m1.png
Bar = 50 microns.
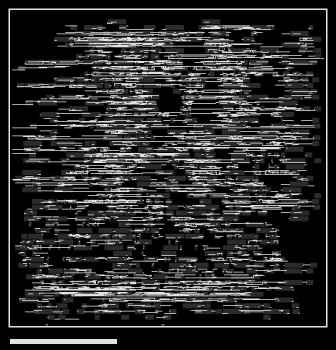
m2.png
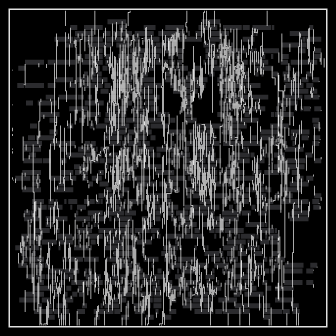
==> config.mk <==
export PLATFORM = sky130hd
export DESIGN_NAME = mac_pe_os
export DESIGN_NICKNAME = d
export VERILOG_FILES = /design/src/rtl/mac_pe_os.sv
export SDC_FILE = /design/constraint.sdc
export NUM_CORES = 1
export LEC_CHECK = 0
export ABC_CLOCK_PERIOD_IN_PS = 4050
export CAP_MARGIN = 20
export CORE_MARGIN = 2
export CORE_UTILIZATION = 35
export DETAILED_ROUTE_END_ITERATION = 7
export PLACE_DENSITY_LB_ADDON = 0.05
export SLEW_MARGIN = 10
export SYNTH_ARGS = -nofsm -noshare
export SYNTH_HDL_FRONTEND = slang
export SYNTH_SLANG_ARGS = --single-unit
==> constraint.sdc <==
create_clock -name clk -period 4.05 [get_ports clk]
set_clock_uncertainty 0.1 [all_clocks]
set_input_delay 0.81 -clock clk [delete_from_list [all_inputs] [get_ports clk]]
set_output_delay 0.81 -clock clk [all_outputs]
set_load 0.05 [all_outputs]
==> impl_metrics.yaml <==
# implementation run metrics
yosys:
  ys.flop_type: "dfrtp_1"
  ys_cells: 735
  synth_cell_types: 65
  syn-cell-area_sq_um: 7290
  enable_flop_cells: 0
  ys.flops: 86
status:
  failed_checks: "setup timing"
  outcome: "finished, violations left"
min_path:
  hold_depth: 2
setup_path:
  crit_top_cell: "fa_1"
  end_kind: "flop"
  crit_required_ps: 4200
  path_class: "primary input to flop"
  rrSetupSlack_ps: 290
  cp_num_cells: 30
  r2r_cells: 15
  cp_slowest_stage_delay_ps: 520
global_routing:
  grt_pass1_vias: 6480
  grt_max_degree: 87
sta:
  tns_ps: -101650
  fin_ws_ps: -2620
  max_freq_ghz: 0.150
  hold_viol: 0
  rsz0062_at_grt: "true"
  finalSetupViolCount: 53
die:
  n_tap_cell: 270
  row_count: 52
  die_h_microns: 148
drt:
  ant_nets: 0
  route.detailed.drc: 0
clocking:
  clockBufferDepth: 2
  cts_sinks: 86
  cts_made_buffers: 9
  path_clk_slew_ps: 80
layout:
  buf_share_pct: 19.9
  area_delta_synth_final_pct: 50.3
  logic_area_sq_um: 5610
  antenna_cells: 0
run:
  maxCapViolCount: 0
Notes on m1.png above:
The longest straight run is 55.2 microns. The layer holds 49% of the routed length. 1,010 nets have wire on it.
via count: 5,977
drt total wl: 18,700 microns
met1 Resource Use GR: 25.4%

Notes on m2.png above:
The longest straight run is 55.6 microns. 979 nets have wire on it. The wires run mostly vertical. The layer holds 46% of the routed length. The layer carries 8,670 microns of wire.
GRT met2 Usage: 28.9%

## cell usage after synthesis, types with 5 or more instances
cell type and instances:
inv_1 102, dfrtp_1 86, and2_1 71, fa_1 56, nand2_1 56, ha_1 55, o21ai_0 31, xnor2_1 30
a21oi_1 26, mux2_2 23, nor2_1 22, a22o_1 21, clkbuf_1 16, xor2_1 16, a21o_1 14, nor2b_1 10
o21bai_1 9, a31oi_1 7, nand3_1 7, nand2b_1 6, o31ai_1 5
## logic make-up after synthesis
group           count (synthesis)
xor+xnor                       49
buf+inv                       123
flops                          86
other cells                     1
simple gates                  189
fa+ha+maj                     111
mux                            25
compound gates                151
## layer usage
metal | share of wire (%) | GRT usage [%] | vias to the layer above
li1 | - | - | 2894
met1 | 49 | 25.4 | 2971
met2 | 46 | 28.9 | 94
met3 | 2.6 | 2.36 | 18
met4 | 1.4 | 5.33 | 0
met5 | 0 | 0 | -
## what timing repair did
| item | 4_1_cts | 5_1_grt |
|---|---|---|
| gates resized | 189 | 53 |
| pin swaps | 77 | 63 |
| buffers inserted | 24 | 17 |
| endpoints found under the setup margin | 56 | 54 |
## stage by stage
stage	instance area, sq um	util, %	cells
6_report	11000	53.8	1241
5_1_grt	11000	53.8	1241
4_1_cts	10600	52.2	1228
3_5_place_dp	9610	47.2	1190
3_3_place_gp	9610	47.2	1190
2_1_floorplan	7620	-	735
